**src/rtl/uart_program_loader.sv**
```systemverilog
// uart_program_loader: receives a framed test program over UART, writes its
// instruction words into the harness BRAM, validates the trailing XOR
// checksum and reports the result with an ACK/NAK byte and a start pulse.
module uart_program_loader #(
  parameter int         WORD_BYTES     = 7,
  parameter int         ADDR_W         = 8,
  parameter logic [7:0] SYNC_BYTE      = 8'hA5,
  parameter int         TIMEOUT_CYCLES = 1200000
) (
  input  logic                    clk,
  input  logic                    rst,
  input  logic                    rx_valid,
  input  logic [7:0]              rx_byte,
  input  logic                    tx_busy,
  output logic                    tx_start,
  output logic [7:0]              tx_byte,
  output logic                    mem_we,
  output logic [ADDR_W-1:0]       mem_addr,
  output logic [8*WORD_BYTES-1:0] mem_din,
  output logic [ADDR_W-1:0]       highest_instruction,
  output logic                    program_valid,
  output logic                    start,
  output logic                    busy
);

  localparam int WORD_W = 8 * WORD_BYTES;
  localparam int BC_W   = (WORD_BYTES > 1) ? $clog2(WORD_BYTES) : 1;
  localparam int TMR_W  = $clog2(TIMEOUT_CYCLES + 1);
  localparam logic [7:0] ACK_BYTE = 8'h06;
  localparam logic [7:0] NAK_BYTE = 8'h15;

  typedef enum logic [2:0] {
    S_IDLE,
    S_COUNT,
    S_DATA,
    S_CHECK,
    S_ACK
  } state_t;

  state_t              state_q, state_d;
  logic [ADDR_W-1:0]   count_q, count_d;
  logic [ADDR_W-1:0]   word_idx_q, word_idx_d;
  logic [BC_W-1:0]     byte_cnt_q, byte_cnt_d;
  logic [WORD_W-1:0]   word_q, word_d;
  logic [7:0]          xor_q, xor_d;
  logic [TMR_W-1:0]    timer_q, timer_d;
  logic                tx_start_q, tx_start_d;
  logic [7:0]          tx_byte_q, tx_byte_d;
  logic                mem_we_q, mem_we_d;
  logic [ADDR_W-1:0]   mem_addr_q, mem_addr_d;
  logic [WORD_W-1:0]   mem_din_q, mem_din_d;
  logic [ADDR_W-1:0]   highest_q, highest_d;
  logic                valid_q, valid_d;
  logic                start_q, start_d;
  logic                busy_q, busy_d;
  logic                frame_active;
  logic                timeout_hit;

  assign frame_active = (state_q == S_COUNT) || (state_q == S_DATA) || (state_q == S_CHECK);
  assign timeout_hit  = (timer_q == TMR_W'(TIMEOUT_CYCLES - 1));

  // Frame parser: next state, datapath updates and registered output values.
  always_comb begin
    state_d    = state_q;
    count_d    = count_q;
    word_idx_d = word_idx_q;
    byte_cnt_d = byte_cnt_q;
    word_d     = word_q;
    xor_d      = xor_q;
    timer_d    = timer_q;
    tx_start_d = 1'b0;
    tx_byte_d  = tx_byte_q;
    mem_we_d   = 1'b0;
    mem_addr_d = mem_addr_q;
    mem_din_d  = mem_din_q;
    highest_d  = highest_q;
    valid_d    = valid_q;
    start_d    = 1'b0;

    if (frame_active) begin
      timer_d = rx_valid ? '0 : timer_q + TMR_W'(1);
    end

    case (state_q)
      S_IDLE: begin
        if (rx_valid && (rx_byte == SYNC_BYTE)) begin
          valid_d    = 1'b0;
          xor_d      = '0;
          byte_cnt_d = '0;
          word_idx_d = '0;
          timer_d    = '0;
          state_d    = S_COUNT;
        end
      end
      S_COUNT: begin
        if (rx_valid) begin
          if (rx_byte == 8'h00) begin
            tx_byte_d = NAK_BYTE;
            state_d   = S_ACK;
          end else begin
            count_d = ADDR_W'(rx_byte);
            xor_d   = xor_q ^ rx_byte;
            state_d = S_DATA;
          end
        end
      end
      S_DATA: begin
        if (rx_valid) begin
          xor_d  = xor_q ^ rx_byte;
          word_d = {rx_byte, word_q[WORD_W-1:8]};
          if (byte_cnt_q == BC_W'(WORD_BYTES - 1)) begin
            byte_cnt_d = '0;
            mem_we_d   = 1'b1;
            mem_addr_d = word_idx_q;
            mem_din_d  = word_d;
            if (word_idx_q != count_q) begin
              word_idx_d = word_idx_q + ADDR_W'(1);
            end
            if (word_idx_q == count_q - ADDR_W'(1)) begin
              state_d = S_CHECK;
            end
          end else begin
            byte_cnt_d = byte_cnt_q + BC_W'(1);
          end
        end
      end
      S_CHECK: begin
        if (rx_valid) begin
          if (rx_byte == xor_q) begin
            highest_d = count_q;
            valid_d   = 1'b1;
            start_d   = 1'b1;
            tx_byte_d = ACK_BYTE;
          end else begin
            tx_byte_d = NAK_BYTE;
          end
          state_d = S_ACK;
        end
      end
      S_ACK: begin
        if (!tx_busy) begin
          tx_start_d = 1'b1;
          state_d    = S_IDLE;
        end
      end
      default: state_d = S_IDLE;
    endcase

    // A stalled sender abandons the frame; words already written stay put.
    if (frame_active && !rx_valid && timeout_hit) begin
      tx_byte_d = NAK_BYTE;
      state_d   = S_ACK;
    end

    busy_d = (state_d != S_IDLE) || tx_start_d;
  end

  // State and datapath registers; reset aborts any frame without touching BRAM.
  always_ff @(posedge clk or posedge rst) begin
    if (rst) begin
      state_q    <= S_IDLE;
      count_q    <= '0;
      word_idx_q <= '0;
      byte_cnt_q <= '0;
      word_q     <= '0;
      xor_q      <= '0;
      timer_q    <= '0;
      tx_start_q <= 1'b0;
      tx_byte_q  <= '0;
      mem_we_q   <= 1'b0;
      mem_addr_q <= '0;
      mem_din_q  <= '0;
      highest_q  <= '0;
      valid_q    <= 1'b0;
      start_q    <= 1'b0;
      busy_q     <= 1'b0;
    end else begin
      state_q    <= state_d;
      count_q    <= count_d;
      word_idx_q <= word_idx_d;
      byte_cnt_q <= byte_cnt_d;
      word_q     <= word_d;
      xor_q      <= xor_d;
      timer_q    <= timer_d;
      tx_start_q <= tx_start_d;
      tx_byte_q  <= tx_byte_d;
      mem_we_q   <= mem_we_d;
      mem_addr_q <= mem_addr_d;
      mem_din_q  <= mem_din_d;
      highest_q  <= highest_d;
      valid_q    <= valid_d;
      start_q    <= start_d;
      busy_q     <= busy_d;
    end
  end

  assign tx_start            = tx_start_q;
  assign tx_byte             = tx_byte_q;
  assign mem_we              = mem_we_q;
  assign mem_addr            = mem_addr_q;
  assign mem_din             = mem_din_q;
  assign highest_instruction = highest_q;
  assign program_valid       = valid_q;
  assign start               = start_q;
  assign busy                = busy_q;

endmodule

```
**config.mk**
```make
export PLATFORM = sky130hd
export DESIGN_NAME = uart_program_loader
export DESIGN_NICKNAME = d
export VERILOG_FILES = /design/src/rtl/uart_program_loader.sv
export SDC_FILE = /design/constraint.sdc
export NUM_CORES = 1
export LEC_CHECK = 0
export ABC_AREA = 1
export CORE_AREA = 3 3 146 148
export CTS_BUF_LIST = sky130_fd_sc_hd__clkbuf_4 sky130_fd_sc_hd__clkbuf_8 sky130_fd_sc_hd__clkbuf_16
export CTS_CLUSTER_SIZE = 8
export DETAILED_ROUTE_END_ITERATION = 6
export DIE_AREA = 0 0 149 151
export GPL_TIMING_DRIVEN = 0
export SYNTH_ARGS = -nofsm -noshare
export SYNTH_HDL_FRONTEND = slang
export SYNTH_SLANG_ARGS = --single-unit
export TNS_END_PERCENT = 50
```
**constraint.sdc**
```tcl
create_clock -name clk -period 6.54 [get_ports clk]
set_clock_uncertainty 0.2 [all_clocks]
set_input_delay 1.635 -clock clk [delete_from_list [all_inputs] [get_ports clk]]
set_output_delay 1.635 -clock clk [all_outputs]
set_load 0.02 [all_outputs]
```
==> images/final_placement.png <==
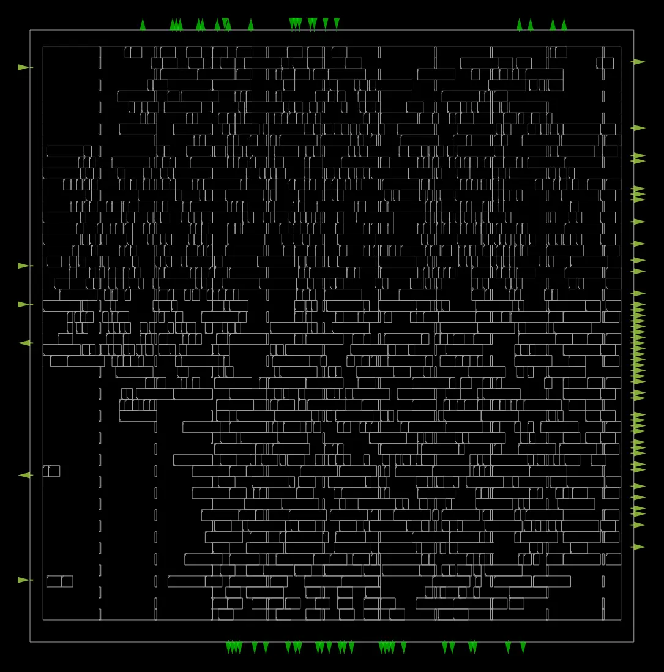
Final Util: 50.7%
sequential share of cell area: 43.8%
Site Rows: 52

==> images/cell_classes.png <==
Scale: 2 px per µm.
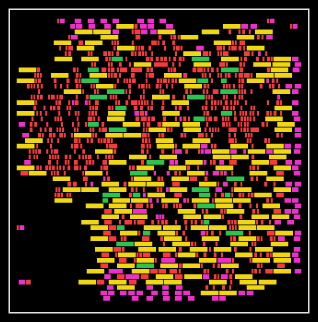
[all other logic] red | cells: 737 | share of their area: 36%
[flip-flops] yellow | cells: 179 | share of their area: 45%
[other buffers and delay cells] magenta | cells: 134 | share of their area: 12%
[clock drivers and dummy loads] green | cells: 32 | share of their area: 6.3%

==> CHANGELOG.md <==
### Physical design

- Sink Count: between 150 and 200
- Static leakage: a little under 5 nW
- Setup TNS: 0 ns
- Worst IR Drop VDD: ~0.21 mV
- Largest net degree at the start of global routing: 39
- Most frequent cells after synthesis: nand2_1, dfrtp_1, nor2_1
- Worst min path class: reg -> reg
- CP delay by family, top: buffers and inverters
- Measured slew at the worst slew-check pin: 0.562 ns
- Placed insts: 1320
- Mux share: 4.79%
- Clock Path Buffers: 2
- Synth Area per Inst: 8.66 µm²
- Distinct lib cells: 37
- Crit path cell chain: clkdlybuf4s50_1, inv_1, nor3_1, nand3_2, a21oi_2, nand2_2, buf_6, nand2_1, o21ai_2
- Area delta synth->final: 24.3%
- Worst EP arrival: 3.71 ns
- Dominant synthesized flop cell: dfrtp_1
- Simple Share, Synth: approximately 22%
- Endpoint class of the critical path: register
- # Cells Yosys: 950
- Final std cells w/o fill: ~1400
- DR vias/cell: 4.90
- Top Layout Cells: nand2_1, dfrtp_1, nor2_1
- Layout cells sized above 1: between 10% and 20%
- Xor/xnor share: less than 1%
- Number of max-cap violations: 0
- Max-slew headroom: between 60% and 70%
- Layout Nets: around 1100
- Clk pwr: between 1 and 1.5 mW
- I/O Pins: roughly 97
- DRC: 0
- Max-slew violation count: 0
- TritonRoute pass-1 iters: 5
- First-pass GRT wire length: 33700 µm
- Startpoint Class: primary input
- Sequential group power: around 1.7 mW
- RSZ-0062 raised after global routing: no
- Final instance area: ~10000 µm²
- H-tree depth: 4
- DRT antenna net count: 0
- Vias: between 6000 and 7000
- Die width: roughly 150 µm
- Critical Path RT: 6.67 ns
- Final setup violation count: 0
- Critical setup path kind: in -> reg
- Port Buffer Count: between 90 and 100
- Area of the die: between 20000 and 25000 µm²
- Crit path buf inv count: 3
- Clock Power Share: a little over a quarter
- Cell-internal power: approximately 2.5 mW
- Worst reg2reg path startpoint: timer_q[0]$_DFF_PP0_
- Sw Share: 35.8%
- #FFs+latches synth: between 150 and 200
- Post-CTS Setup Inserts: 0
- Synth top cell by count: nand2_1
- Register area share after synthesis: between 50% and 60%
- Total power: 3.88 mW
- Dominant comb cell: simple AND/OR/NAND/NOR gates
- Post-CTS resize count: 0
- CP Max Fanout: 10
- Clock latency on the worst-skew pair: approximately 0.43 ns
- Top cells by area: dfrtp_1, nand2_1, nor2_1, mux2_2, inv_1
- Adder Area Share: 0.456%
- Syn Std Cell Area: ~8200 µm²
- Top cell excl fill/tap: nand2_1
- Fmax: ~280 MHz
- Final Cycle Share: between 50% and 60%
- Status: complete, no violations
- GPL Wtd Cong: a little under 0.9
- Hold path start: program_valid$_DFFE_PP0P_
- Critical Path Start: rx_byte[7]
- Reg-to-Reg End: busy$_DFF_PP0_
- Hold Fails Final Rpt: 0
- Fp_density: 40.8%
- R2r worst-path depth: 10
- P_sw: 1.39 mW
- Final min period: roughly 3.6 ns
- Post-place setup slack: ~2.6 ns
- Max stage delay cell, worst path: clkdlybuf4s50_1
- Gate Count Post-Synth: between 900 and 1000
- EDFF count, synth: 0
- Placed Area: about 9600 µm²
- P per Cell Area: 379 nW/µm²
- Cts hold-fix bufs: 0
- Clock transition at path regs: 0.07 ns
- Grt total ovfl: 0
- Post-Synth AOI/OAI Area: 10.2%
==> images/metal_stack.png <==
Scale: 2 px per µm. Only two layers are drawn.
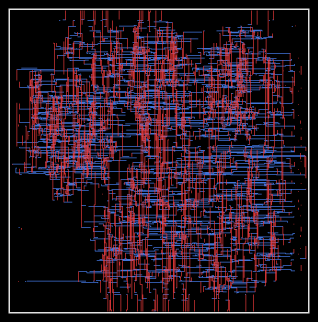
[met2] red | wire length: 9680 µm
[met1] blue | wire length: 9780 µm
aggregate global-route resource usage: 18.9%
total routed wirelength: 20500 µm
WL per Instance: 15.1 µm

==> images/registers.png <==
Scale: 4 px per µm.
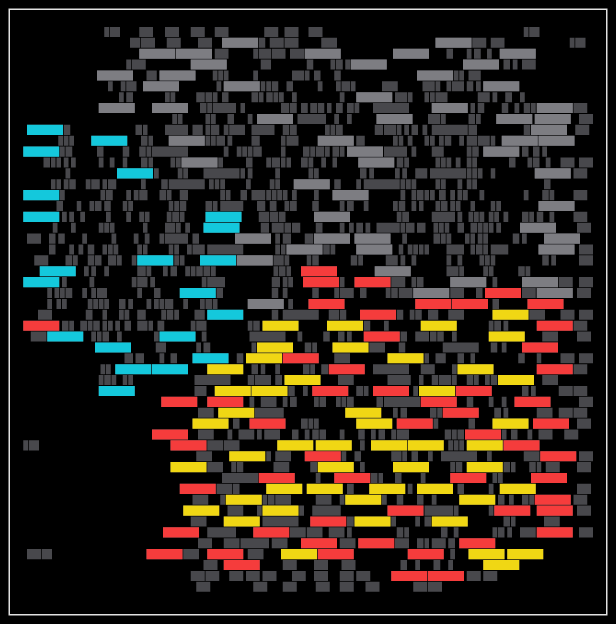
[timer_q] cyan | flops: 21
[word_q] yellow | flops: 48
[mem_din] red | flops: 56
not colored: 54

per-layer routing:
layer	vias up	routed length, µm	track usage, %
met5	-	0	0
met4	0	203	4.85
met3	15	800	2.99
met2	137	9680	30.6
met1	3166	9780	26.6
li1	3301	-	-
final cells by class:
type	count	area (µm²)
flip-flops and latches	179	4480
clock inverters	15	199
inverters	106	404
fillers	1919	9950
plain buffers	37	214
well taps	270	338
repair buffers	97	1020
clock buffers	17	425
multi-input cells	631	3140
flip-flops by register name, indices dropped and copies added (netlist names), 3 cells and up:
signal and flops:
mem_din 56, tx_byte 3, state_q 3, timer_q 21, xor_q 8, count_q 8, highest_instruction 8, word_idx_q 8
byte_cnt_q 3, word_q 48, mem_addr 8
Power is estimated from default activity; no workload was simulated.
